### src/rtl/mca_acq_sequencer.sv
// rtl/mca_acq_sequencer.sv - MCA histogram sequencer: clear, event acquisition, peak-search scan
//
// Optional feature macro: MCA_SMOOTH_EN (7-tap summed metric for the peak search)
//
// Ports:
//   clk, rst                    single clock, synchronous active-high reset
//   start, stop                 begin measurement (IDLE/DONE) / end acquisition early (ACQ)
//   target_events, peak_thr     event limit (0 = until stop) and peak threshold, sampled at start
//   ev_valid, ev_chan, ev_ready event stream (channel number per event)
//   ram_addr, ram_we,
//   ram_wdata, ram_rdata        single-port synchronous histogram RAM, 1-cycle read latency
//   peak_valid, peak_chan,
//   peak_ready                  peak channel stream to the host
//   busy, done                  status (CLEAR/ACQ/SCAN, DONE)
//   event_cnt, peak_cnt         events accepted, peaks emitted
module mca_acq_sequencer (
   input  logic        clk,
   input  logic        rst,
   input  logic        start,
   input  logic        stop,
   input  logic [31:0] target_events,
   input  logic [15:0] peak_thr,
   input  logic        ev_valid,
   input  logic [9:0]  ev_chan,
   output logic        ev_ready,
   output logic [9:0]  ram_addr,
   output logic        ram_we,
   output logic [15:0] ram_wdata,
   input  logic [15:0] ram_rdata,
   output logic        peak_valid,
   output logic [9:0]  peak_chan,
   input  logic        peak_ready,
   output logic        busy,
   output logic        done,
   output logic [31:0] event_cnt,
   output logic [10:0] peak_cnt
);

   typedef enum logic [2:0] {
      S_IDLE, S_CLEAR, S_ACQ_RD, S_ACQ_WR, S_SCAN, S_DONE
   } state_t;

   localparam logic [9:0] LAST_ADDR = 10'd1023;

   state_t      state_q, state_d;
   logic [9:0]  addr_q, addr_d;
   logic [31:0] tgt_q, tgt_d;
   logic [15:0] thr_q, thr_d;
   logic [31:0] event_cnt_q, event_cnt_d;
   logic [10:0] peak_cnt_q, peak_cnt_d;
   logic        stop_pend_q, stop_pend_d;
   // scan pipeline: rv_q = RAM data for ridx_q arrives this cycle,
   // hold_* = that data parked while the peak output is stalled
   logic        issue_done_q, issue_done_d;
   logic        rv_q, rv_d;
   logic [9:0]  ridx_q, ridx_d;
   logic        hold_v_q, hold_v_d;
   logic [15:0] hold_q, hold_d;
   logic        peak_valid_q, peak_valid_d;
   logic [9:0]  peak_chan_q, peak_chan_d;
`ifdef MCA_SMOOTH_EN
   logic [15:0] tap_q [0:6];
   logic [15:0] tap_d [0:6];
   logic [18:0] sum_q, sum_d;
   logic [18:0] s1_q, s1_d;
   logic [18:0] s2_q, s2_d;
   logic [18:0] thr7;
   logic [18:0] sum_new;
`else
   logic [15:0] w1_q, w1_d;
   logic [15:0] w2_q, w2_d;
`endif

   logic        stall;
   logic        data_avail;
   logic [15:0] data;
   logic        is_peak;
   logic [9:0]  cand_chan;
   logic        enter_scan;

   assign ev_ready   = (state_q == S_ACQ_RD);
   // the read address must follow ev_chan in the same cycle the event is accepted
   assign ram_addr   = (state_q == S_ACQ_RD) ? ev_chan : addr_q;
   assign ram_we     = (state_q == S_CLEAR) || (state_q == S_ACQ_WR);
   assign ram_wdata  = (state_q != S_ACQ_WR) ? 16'd0 :
                       (ram_rdata == 16'hFFFF) ? 16'hFFFF : ram_rdata + 16'd1;
   assign busy       = (state_q == S_CLEAR) || (state_q == S_ACQ_RD) ||
                       (state_q == S_ACQ_WR) || (state_q == S_SCAN);
   assign done       = (state_q == S_DONE);
   assign event_cnt  = event_cnt_q;
   assign peak_cnt   = peak_cnt_q;
   assign peak_valid = peak_valid_q;
   assign peak_chan  = peak_chan_q;

   assign stall      = peak_valid_q && !peak_ready;
   assign data_avail = rv_q || hold_v_q;
   assign data       = hold_v_q ? hold_q : ram_rdata;

   // Peak test on the newest sample: the centre lags the newest bin by 1 (raw)
   // or by 4 (3 bins of window half-width plus one bin of look-ahead).
`ifdef MCA_SMOOTH_EN
   assign thr7      = ({3'd0, thr_q} << 3) - {3'd0, thr_q};
   assign sum_new   = sum_q + {3'd0, data} - {3'd0, tap_q[6]};
   assign is_peak   = (ridx_q >= 10'd8) && (s1_q > s2_q) && (s1_q > sum_new) && (s1_q > thr7);
   assign cand_chan = ridx_q - 10'd4;
`else
   assign is_peak   = (ridx_q >= 10'd2) && (w1_q > w2_q) && (w1_q > data) && (w1_q > thr_q);
   assign cand_chan = ridx_q - 10'd1;
`endif

   always_comb begin
      state_d      = state_q;
      addr_d       = addr_q;
      tgt_d        = tgt_q;
      thr_d        = thr_q;
      event_cnt_d  = event_cnt_q;
      peak_cnt_d   = peak_cnt_q;
      stop_pend_d  = stop_pend_q;
      issue_done_d = issue_done_q;
      rv_d         = rv_q;
      ridx_d       = ridx_q;
      hold_v_d     = hold_v_q;
      hold_d       = hold_q;
      peak_valid_d = peak_valid_q;
      peak_chan_d  = peak_chan_q;
      enter_scan   = 1'b0;
`ifdef MCA_SMOOTH_EN
      for (int k = 0; k < 7; k++) tap_d[k] = tap_q[k];
      sum_d = sum_q;
      s1_d  = s1_q;
      s2_d  = s2_q;
`else
      w1_d = w1_q;
      w2_d = w2_q;
`endif

      if (peak_valid_q && peak_ready) begin
         peak_valid_d = 1'b0;
         peak_cnt_d   = peak_cnt_q + 11'd1;
      end

      case (state_q)
         S_IDLE, S_DONE: begin
            if (start) begin
               state_d     = S_CLEAR;
               addr_d      = 10'd0;
               tgt_d       = target_events;
               thr_d       = peak_thr;
               event_cnt_d = 32'd0;
               peak_cnt_d  = 11'd0;
               stop_pend_d = 1'b0;
            end
         end
         S_CLEAR: begin
            addr_d = addr_q + 10'd1;
            if (addr_q == LAST_ADDR) state_d = S_ACQ_RD;
         end
         S_ACQ_RD: begin
            if (ev_valid) begin
               addr_d      = ev_chan;
               event_cnt_d = event_cnt_q + 32'd1;
               stop_pend_d = stop;
               state_d     = S_ACQ_WR;
            end else if (stop) begin
               enter_scan = 1'b1;
            end
         end
         S_ACQ_WR: begin
            if (stop_pend_q || ((tgt_q != 32'd0) && (event_cnt_q == tgt_q)))
               enter_scan = 1'b1;
            else
               state_d = S_ACQ_RD;
         end
         S_SCAN: begin
            if (!stall) begin
               rv_d     = !issue_done_q;
               ridx_d   = addr_q;
               hold_v_d = 1'b0;
               if (!issue_done_q) begin
                  if (addr_q == LAST_ADDR) issue_done_d = 1'b1;
                  else                     addr_d = addr_q + 10'd1;
               end
               if (data_avail) begin
                  if (is_peak) begin
                     peak_valid_d = 1'b1;
                     peak_chan_d  = cand_chan;
                  end
`ifdef MCA_SMOOTH_EN
                  tap_d[0] = data;
                  for (int k = 1; k < 7; k++) tap_d[k] = tap_q[k-1];
                  sum_d = sum_new;
                  s1_d  = sum_new;
                  s2_d  = s1_q;
`else
                  w1_d = data;
                  w2_d = w1_q;
`endif
               end
            end else begin
               // address is frozen, so the RAM output is only meaningful the
               // first stalled cycle after an issue: park it
               rv_d = 1'b0;
               if (rv_q) begin
                  hold_d   = ram_rdata;
                  hold_v_d = 1'b1;
               end
            end
            if (issue_done_q && !rv_q && !hold_v_q && (!peak_valid_q || peak_ready)) begin
               state_d      = S_DONE;
               peak_valid_d = 1'b0;
            end
         end
         default: state_d = S_IDLE;
      endcase

      if (enter_scan) begin
         state_d      = S_SCAN;
         addr_d       = 10'd0;
         issue_done_d = 1'b0;
         rv_d         = 1'b0;
         hold_v_d     = 1'b0;
         peak_valid_d = 1'b0;
`ifdef MCA_SMOOTH_EN
         for (int k = 0; k < 7; k++) tap_d[k] = 16'd0;
         sum_d = 19'd0;
         s1_d  = 19'd0;
         s2_d  = 19'd0;
`else
         w1_d = 16'd0;
         w2_d = 16'd0;
`endif
      end
   end

   always_ff @(posedge clk) begin
      if (rst) begin
         state_q      <= S_IDLE;
         addr_q       <= 10'd0;
         tgt_q        <= 32'd0;
         thr_q        <= 16'd0;
         event_cnt_q  <= 32'd0;
         peak_cnt_q   <= 11'd0;
         stop_pend_q  <= 1'b0;
         issue_done_q <= 1'b0;
         rv_q         <= 1'b0;
         ridx_q       <= 10'd0;
         hold_v_q     <= 1'b0;
         hold_q       <= 16'd0;
         peak_valid_q <= 1'b0;
         peak_chan_q  <= 10'd0;
`ifdef MCA_SMOOTH_EN
         for (int k = 0; k < 7; k++) tap_q[k] <= 16'd0;
         sum_q <= 19'd0;
         s1_q  <= 19'd0;
         s2_q  <= 19'd0;
`else
         w1_q <= 16'd0;
         w2_q <= 16'd0;
`endif
      end else begin
         state_q      <= state_d;
         addr_q       <= addr_d;
         tgt_q        <= tgt_d;
         thr_q        <= thr_d;
         event_cnt_q  <= event_cnt_d;
         peak_cnt_q   <= peak_cnt_d;
         stop_pend_q  <= stop_pend_d;
         issue_done_q <= issue_done_d;
         rv_q         <= rv_d;
         ridx_q       <= ridx_d;
         hold_v_q     <= hold_v_d;
         hold_q       <= hold_d;
         peak_valid_q <= peak_valid_d;
         peak_chan_q  <= peak_chan_d;
`ifdef MCA_SMOOTH_EN
         for (int k = 0; k < 7; k++) tap_q[k] <= tap_d[k];
         sum_q <= sum_d;
         s1_q  <= s1_d;
         s2_q  <= s2_d;
`else
         w1_q <= w1_d;
         w2_q <= w2_d;
`endif
      end
   end

endmodule

### config.mk
export PLATFORM = sky130hd
export DESIGN_NAME = mca_acq_sequencer
export DESIGN_NICKNAME = d
export VERILOG_FILES = /design/src/rtl/mca_acq_sequencer.sv
export SDC_FILE = /design/constraint.sdc
export NUM_CORES = 1
export LEC_CHECK = 0
export ABC_AREA = 1
export CORE_MARGIN = 8
export CORE_UTILIZATION = 45
export DETAILED_ROUTE_END_ITERATION = 7
export DONT_BUFFER_PORTS = 1
export GPL_TIMING_DRIVEN = 0
export HOLD_SLACK_MARGIN = 0.02
export PLACE_DENSITY = 0.57
export RECOVER_POWER = 25
export SETUP_SLACK_MARGIN = 0.5
export SYNTH_ARGS = -nofsm -noshare
export SYNTH_HDL_FRONTEND = slang
export SYNTH_SLANG_ARGS = --single-unit
### constraint.sdc
create_clock -name clk -period 5.8 [get_ports clk]
set_clock_uncertainty 0.2 [all_clocks]
set_input_delay 1.16 -clock clk [delete_from_list [all_inputs] [get_ports clk]]
set_output_delay 1.16 -clock clk [all_outputs]
set_load 0.05 [all_outputs]
run_1/placement.png
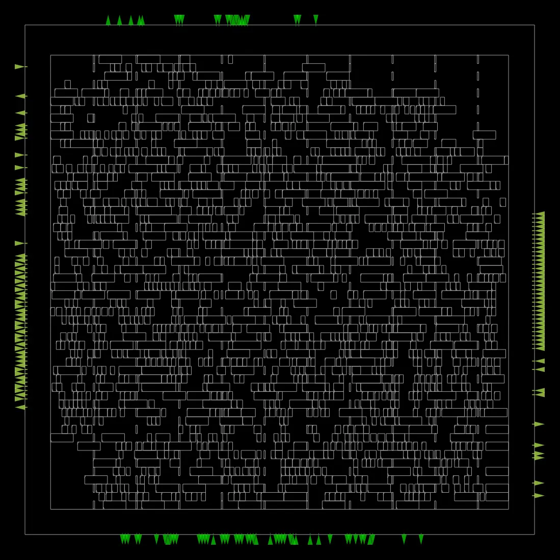
placement row count: 54
number of tap cells inserted: 280
final sequential cell count: 177
CORE AREA: 21800 um2
Seq area share: 32.5%

run_1/placement_by_type.png
Fill, decap, tap and diode cells in grey.
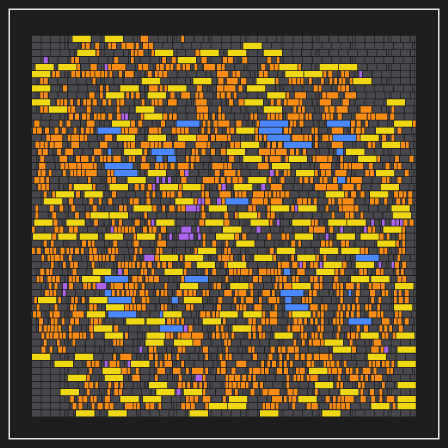
sequential cells -> yellow  # cells 177
combinational and other logic -> orange  # cells 1230
clock drivers and dummy loads -> blue  # cells 32
remaining buffers and delay cells -> purple  # cells 53

run_1/flops_by_reg.png
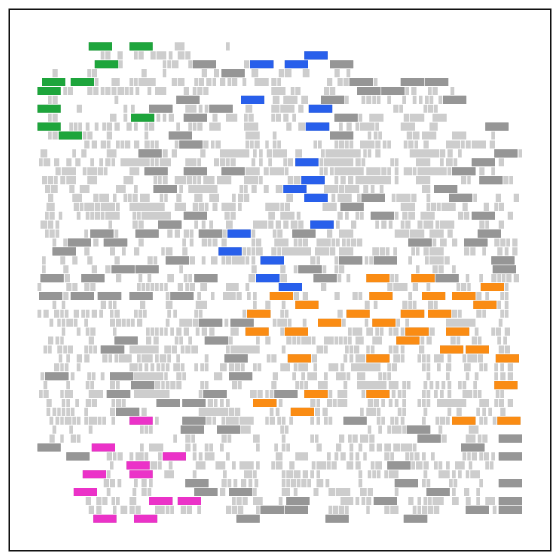
peak_chan -> green  # placed flops 10, where north-west
w1_q -> blue  # placed flops 16
peak_cnt -> magenta  # placed flops 11, where south-west
tgt_q -> orange  # placed flops 32
not coloured = 108

run_1/metal_density.png
Bar = 50 um. The die is cut into 33 by 33 equal tiles; black is low, pale yellow is high, scaled to the fullest tile. Values are wire area over tile area, all layers added.
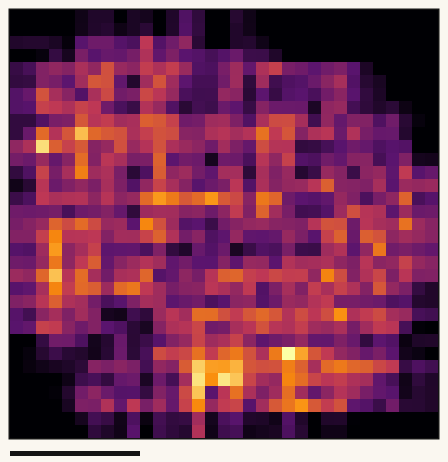
emptiest ninth of the die = north-east
fullest tile = 0.61
nearly empty tiles = 13%
tiles over half the peak = 17%
mean over tiles = 0.19

==> design notes, run 1 <==
The flow ran to the end, and the final reports show no timing, DRC or antenna violations. For the register share of total power, the log shows 37.4%. The tree is rooted in a sky130_fd_sc_hd__clkbuf_16.

For this run, the leading register cell type out of synthesis is sky130_fd_sc_hd__dfxtp_1. For the worst min-delay path, the startpoint reported by OpenROAD is stop_pend_q. With the number of nets at floorplan at 1594, the maximum fanout along the worst path is 10.

Fill cells in the final layout number 2261. Insertion delay of the later-clocked pin in the worst-skew pair: 0.44 ns. The worst setup path is launched from an input port. Across the whole layout, storage elements account for 3540 um2.

According to the report, the first pass of detailed routing completed in 8 iterations. The aggregate global-route resource usage is 23.1%. The count of non-filler cells in the finished layout was 1773. The type of the tightest min-delay check was flip-flop to flip-flop. Summing the sequential cell areas from Yosys gives 35.6% of the chip area.

STA classifies the critical path endpoint as an output port. The DRC violation total left in the routed layout is recorded as 0. The logs give 8791 for the number of global-route vias before repair and 45.8% for the initial core utilization. Final hold analysis gives a worst-case slack of 0.262 ns. The run gives 9960 um2 for the chip area line of the yosys report. Summing every instance area after synthesis gives 9960 um2. For reference, the post-synthesis area per instance comes to 6.82 um2. The run gives 0.952 for the final RePlAce weighted congestion. With the highest ir drop seen on vdd at 221 uV, the number of failing setup endpoints in the final timing report is 0. The design internal power is 0.00241 W. Looking at the gate-level netlist, the highest instance count belongs to sky130_fd_sc_hd__nand2_1. The total of cells resized after clock tree synthesis was 0. Sorting the synthesized cells by how often they occur yields sky130_fd_sc_hd__nand2_1 (272), sky130_fd_sc_hd__nor2_1 (235), sky130_fd_sc_hd__dfxtp_1 (177). The detail route stage leaves a number of antenna-violating nets equal to 0. Number of distinct library cell variants in the gate-level netlist after synthesis: 44. By area the synthesized netlist is led by sky130_fd_sc_hd__dfxtp_1 (36%), sky130_fd_sc_hd__nand2_1 (10%), sky130_fd_sc_hd__nor2_1 (8.9%), sky130_fd_sc_hd__a21oi_1 (8.1%), sky130_fd_sc_hd__ha_1 (6.8%).

The worst register-to-register path has a depth of 13. Number of buffers created by CTS: 17. Looking at the setup timing report, the critical path kind is input port to output port.
## run 1: cell type report
cell class	count	share of cell area, %
Multi-Input combinational cell	1072	50.8
Sequential cell	177	32.5
Inverter	158	5.46
Clock buffer	20	4.00
Antenna cell	1	0.0229
Tap cell	280	3.21
Buffer	53	2.36
Clock inverter	12	1.67
## run 1: per-layer routing
metal / wire length, um / vias to the layer above / global-route usage (%)
met5: 13 / - / 0
met4: 408 / 2 / 5.98
met3: 2280 / 29 / 5.63
met2: 13600 / 285 / 35.5
met1: 15200 / 4262 / 31.7
li1: - / 4784 / -
## run 1: worst max path at each step
| stage | start | end | slack, ns | cells past startpoint |
|---|---|---|---|---|
| CTS | ram_rdata[0] | ram_wdata[8] | 1.03 | 8 |
| global placement | ram_rdata[0] | ram_wdata[8] | 1.07 | 8 |
| global route | ram_rdata[0] | ram_wdata[8] | 0.85 | 8 |
| detailed placement | ram_rdata[0] | ram_wdata[8] | 1.04 | 8 |
| finish | ram_rdata[0] | ram_wdata[7] | 1.03 | 8 |
| floorplan | ram_rdata[0] | ram_wdata[10] | 1.45 | 5 |
## run 1: power by group through the flow
stage / combinational, W / sequential [W] / clock, W
floorplan: 0.000945 / 0.00146 / 0
global placement: 0.00122 / 0.00150 / 0
detailed placement: 0.00123 / 0.00150 / 0
CTS: 0.00123 / 0.00147 / 0.00126
global route: 0.00137 / 0.00149 / 0.00130
finish: 0.00122 / 0.00147 / 0.00124
## run 1: registers in the layout, indices dropped and copies added (netlist names), 3 cells and up
signal	flops
addr_q	10
hold_q	16
thr_q	16
state_q	3
w1_q	16
ridx_q	10
tgt_q	32
peak_chan	10
peak_cnt	11
event_cnt	32
w2_q	16
## run 1: logic make-up (layout without fill, tap and decap cells)
| family | count (synthesis) | count (layout) | share of synthesized area, % |
|---|---|---|---|
| flops | 177 | 177 | 35.6 |
| mux | 8 | 8 | 0.804 |
| buf+inv | 211 | 243 | 8.65 |
| other cells | 0 | 1 | 0 |
| fa+ha+maj | 54 | 54 | 6.78 |
| compound gates | 301 | 301 | 15.4 |
| xor+xnor | 49 | 49 | 4.31 |
| simple gates | 660 | 660 | 28.4 |
## run 1: worst max-delay path, stage by stage
cell	delay [ns]
sky130_fd_sc_hd__ha_1	0.18
sky130_fd_sc_hd__nand3_1	0.09
sky130_fd_sc_hd__nor2_1	0.29
sky130_fd_sc_hd__nand2_1	0.15
sky130_fd_sc_hd__nor2_1	0.18
sky130_fd_sc_hd__nand3_1	0.20
sky130_fd_sc_hd__buf_2	0.26
sky130_fd_sc_hd__a31oi_1	0.88
## run 1: layout by cell type, fill, tap and decap left out, types with 25 or more instances in the layout
cell type,count
sky130_fd_sc_hd__nand3_1,56
sky130_fd_sc_hd__a21oi_1,162
sky130_fd_sc_hd__xor2_1,25
sky130_fd_sc_hd__o21ai_0,114
sky130_fd_sc_hd__nor2_1,238
sky130_fd_sc_hd__nor2_2,26
sky130_fd_sc_hd__clkbuf_1,33
sky130_fd_sc_hd__inv_1,148
sky130_fd_sc_hd__nand2_1,272
sky130_fd_sc_hd__dfxtp_1,177
sky130_fd_sc_hd__ha_1,54
run_1/detail.png
Bar = 20 um. Region (16, 16) to (66, 66) um. Cells in grey, sequential cells in the stronger grey; small squares are vias.
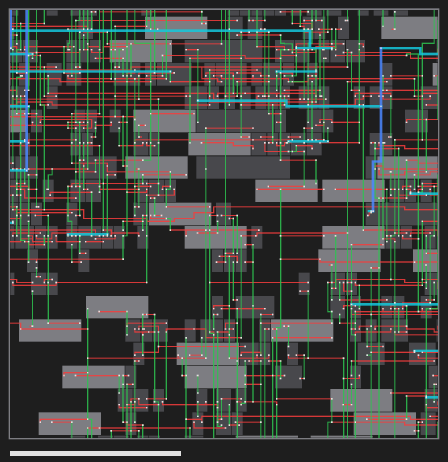

## Run 2: what changed since run 1
==> constraint.sdc (replaced) <==
create_clock -name clk -period 4.7 [get_ports clk]
set_clock_uncertainty 0.2 [all_clocks]
set_input_delay 0.94 -clock clk [delete_from_list [all_inputs] [get_ports clk]]
set_output_delay 0.94 -clock clk [all_outputs]
set_load 0.05 [all_outputs]
run_2/detail.png
Bar = 20 um. Region (16, 16) to (66, 66) um. Cells in grey, sequential cells in the stronger grey; small squares are vias.
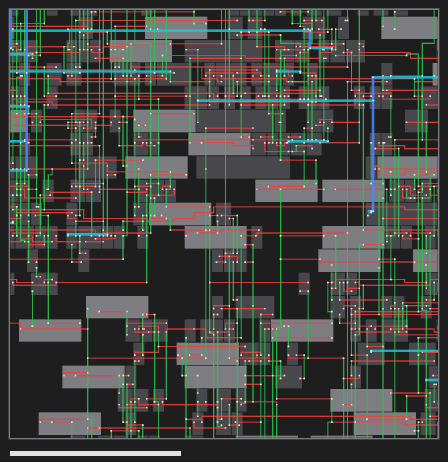
metal 3 -> cyan
metal 2 -> green
metal 4 -> blue
metal 1 -> red
netlist names of flops here include = peak_cnt (7), addr_q (6), event_cnt (6)
most frequent = nand2_1 (47), dfxtp_1 (22), nor2_1 (20)
sequential cells in the window = 22
cells with their middle in the window = 173

==> design notes, run 2 <==
Counting instances in the post-synthesis netlist gives the leading cell types as sky130_fd_sc_hd__nand2_1 (272), sky130_fd_sc_hd__nor2_1 (235), sky130_fd_sc_hd__dfxtp_1 (177). Listed in order, past its start point the critical path passes ha_1, nand3_1, nor2_1, nand2_1, nor2_1, nand3_1, buf_2, a21oi_1. The number of buffers created by CTS came out at 17 (unchanged).

The sequential area share after synthesis was 35.6% (unchanged). The main area contributors are sky130_fd_sc_hd__dfxtp_1 (36%), sky130_fd_sc_hd__nand2_1 (10%), sky130_fd_sc_hd__nor2_1 (8.9%), sky130_fd_sc_hd__a21oi_1 (8.1%), sky130_fd_sc_hd__ha_1 (6.8%). Post-synth the commonest register cell is sky130_fd_sc_hd__dfxtp_1. The logs give 1594 (unchanged) for the number of nets at floorplan and 23.1% (about the same) for the aggregate global-route resource usage. Depth of the most critical reg-to-reg path: 13 (unchanged).

The delay of the slowest cell on the worst path was 0.84 ns (-0.04 ns). The insertion delay of the later-clocked pin in the worst-skew pair is 0.43 ns (about the same), and the tally of nets with antenna violations remaining after routing is 0 (unchanged). For this run, asynchronously set or reset flops after synthesis account for 0%. The run gives 8 (unchanged) for the total number of cells along the worst setup path. For the area of the core, the log shows 21800 um2 (unchanged).

The family with the most delay on the worst path is simple AND/OR/NAND/NOR gates. The CTS log lists the clock sinks for this run as 177. For the DRC violations left, the log shows 0 (unchanged). The number of distinct library cell variants in the gate-level netlist after synthesis came out at 44 (unchanged). The initial core utilization is 45.8% (unchanged).

The min-delay analysis places its worst path in the category flip-flop to flip-flop. The number of buffer and inverter stages on the critical path is 1 (unchanged), and the highest ir drop seen on vdd is 273 uV (+24%). The CTS root buffer was sky130_fd_sc_hd__clkbuf_16. With the number of global-route vias before repair at 8799 (+0.091%), the mean instance size in the synthesized netlist is 6.82 um2 (unchanged). For reference, the most critical setup path is categorized as input port to output port.

By instance count after routing, the leading logic cell type is sky130_fd_sc_hd__nand2_1. The chip area line of the yosys report is 9960 um2 (unchanged), and the count of standard-cell rows is 54 (unchanged). Count of library flops with an enable pin: 0. Per the post-CTS timing run, clock transition at the registers of the reported paths is 0.06 ns. Cell area after synthesis: 9960 um2 (unchanged). The tightest hold margin was 0.260 ns (-0.00135 ns). The run finished with clean final reports.

Cell type of the slowest stage on the worst timing path: sky130_fd_sc_hd__a21oi_1. The run gives 7 (-1) as the length of the first detailed-routing pass in iterations. The run gives 0 (unchanged) for the number of failing setup endpoints in the final timing report.
run_2/placement_by_type.png
Fill, decap, tap and diode cells in grey.
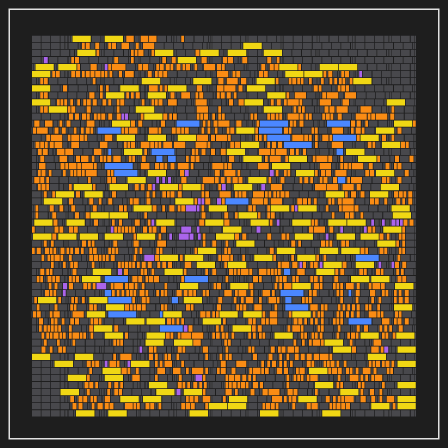
clock drivers and dummy loads -> blue  # cells 32
sequential cells -> yellow  # cells 177
combinational and other logic -> orange  # cells 1230
remaining buffers and delay cells -> purple  # cells 53

==> run 2: cell types whose count changed in the layout (fill, tap and decap cells not counted) <==
cell                      previous run  this run
sky130_fd_sc_hd__a21oi_1           162       158
sky130_fd_sc_hd__a21oi_2             0         4
sky130_fd_sc_hd__a31oi_1             5         3
sky130_fd_sc_hd__a31oi_2             0         2
sky130_fd_sc_hd__inv_1             148       149
sky130_fd_sc_hd__inv_2               7         6
==> run 2: cells by family (layout without fill, tap and decap cells) <==
| family | after synthesis | after routing | share of synthesized area [%] |
|---|---|---|---|
| AOI/OAI and AO/OA | 301 | 301 | 15.4 |
| xor gates and xnor gates | 49 | 49 | 4.31 |
| adders and majority gates | 54 | 54 | 6.78 |
| buffers and inverters | 211 | 243 | 8.65 |
| DFF | 177 | 177 | 35.6 |
| muxes | 8 | 8 | 0.804 |
| other | 0 | 1 | 0 |
| and+or+nand+nor | 660 | 660 | 28.4 |
==> run 2: cell type report <==
class	instances	area (um2)	area share, %
multi-input combinational	1072	5570	50.9
sequential	177	3540	32.4
inverter	158	596	5.45
clock buffer	20	437	3.99
tap	280	350	3.20
buffer	53	258	2.36
clock inverter	12	183	1.67
antenna	1	2.50	0.0229
==> run 2: worst paths after layout <==
check	start	to	slack, ns
setup / recovery	ram_rdata[0]	ram_wdata[2]	0.41
hold / removal	stop_pend_q	stop_pend_q	0.26
setup reg to reg	hold_v_q	peak_chan[1]	1.37
hold reg to reg	stop_pend_q	stop_pend_q	0.26
==> run 2: repair_timing <==
item,4_1_cts,5_1_grt
resized,1,5
setup endpoints to repair,10,9
pin swaps,0,0
hold buffers,0,0
==> run 2: per-layer routing <==
metal / up-vias / global-route usage, % / wire [um]
met5: - / 0 / 13
met4: 2 / 5.98 / 422
met3: 31 / 5.63 / 2200
met2: 291 / 35.5 / 13600
met1: 4255 / 31.8 / 15200
li1: 4781 / - / -
==> run 2: worst register-to-register path: stages, from the launching register on <==
cell and delay [ns]:
sky130_fd_sc_hd__dfxtp_1 0.35, sky130_fd_sc_hd__buf_1 0.54, sky130_fd_sc_hd__mux2i_1 0.42, sky130_fd_sc_hd__ha_1 0.31, sky130_fd_sc_hd__nand4_1 0.14, sky130_fd_sc_hd__nor2_1 0.08
sky130_fd_sc_hd__nand3_1 0.08, sky130_fd_sc_hd__nand2_1 0.06, sky130_fd_sc_hd__nor2_1 0.08, sky130_fd_sc_hd__nand2_1 0.06, sky130_fd_sc_hd__nor2_1 0.26, sky130_fd_sc_hd__clkbuf_1 0.45
sky130_fd_sc_hd__a21oi_1 0.13, sky130_fd_sc_hd__nor2_1 0.12
==> run 2: metrics by stage <==
| stage | setup WS (ns) | std cells |
|---|---|---|
| 2_1_floorplan | 0.794 | 1460 |
| 3_3_place_gp | 0.410 | 1740 |
| 3_5_place_dp | 0.375 | 1740 |
| 4_1_cts | 0.366 | 1772 |
| 5_1_grt | 0.212 | 1773 |
| 6_report | 0.409 | 1773 |
==> run 2: power by group through the flow <==
stage,Sequential (W),Combinational [W],Clock [W]
global route,0.00183,0.00169,0.00161
finish,0.00182,0.00151,0.00153
floorplan,0.00181,0.00117,0
global placement,0.00185,0.00150,0
CTS,0.00182,0.00152,0.00156
detailed placement,0.00185,0.00152,0
No activity file was given, so power comes from the tool's default toggle rates.
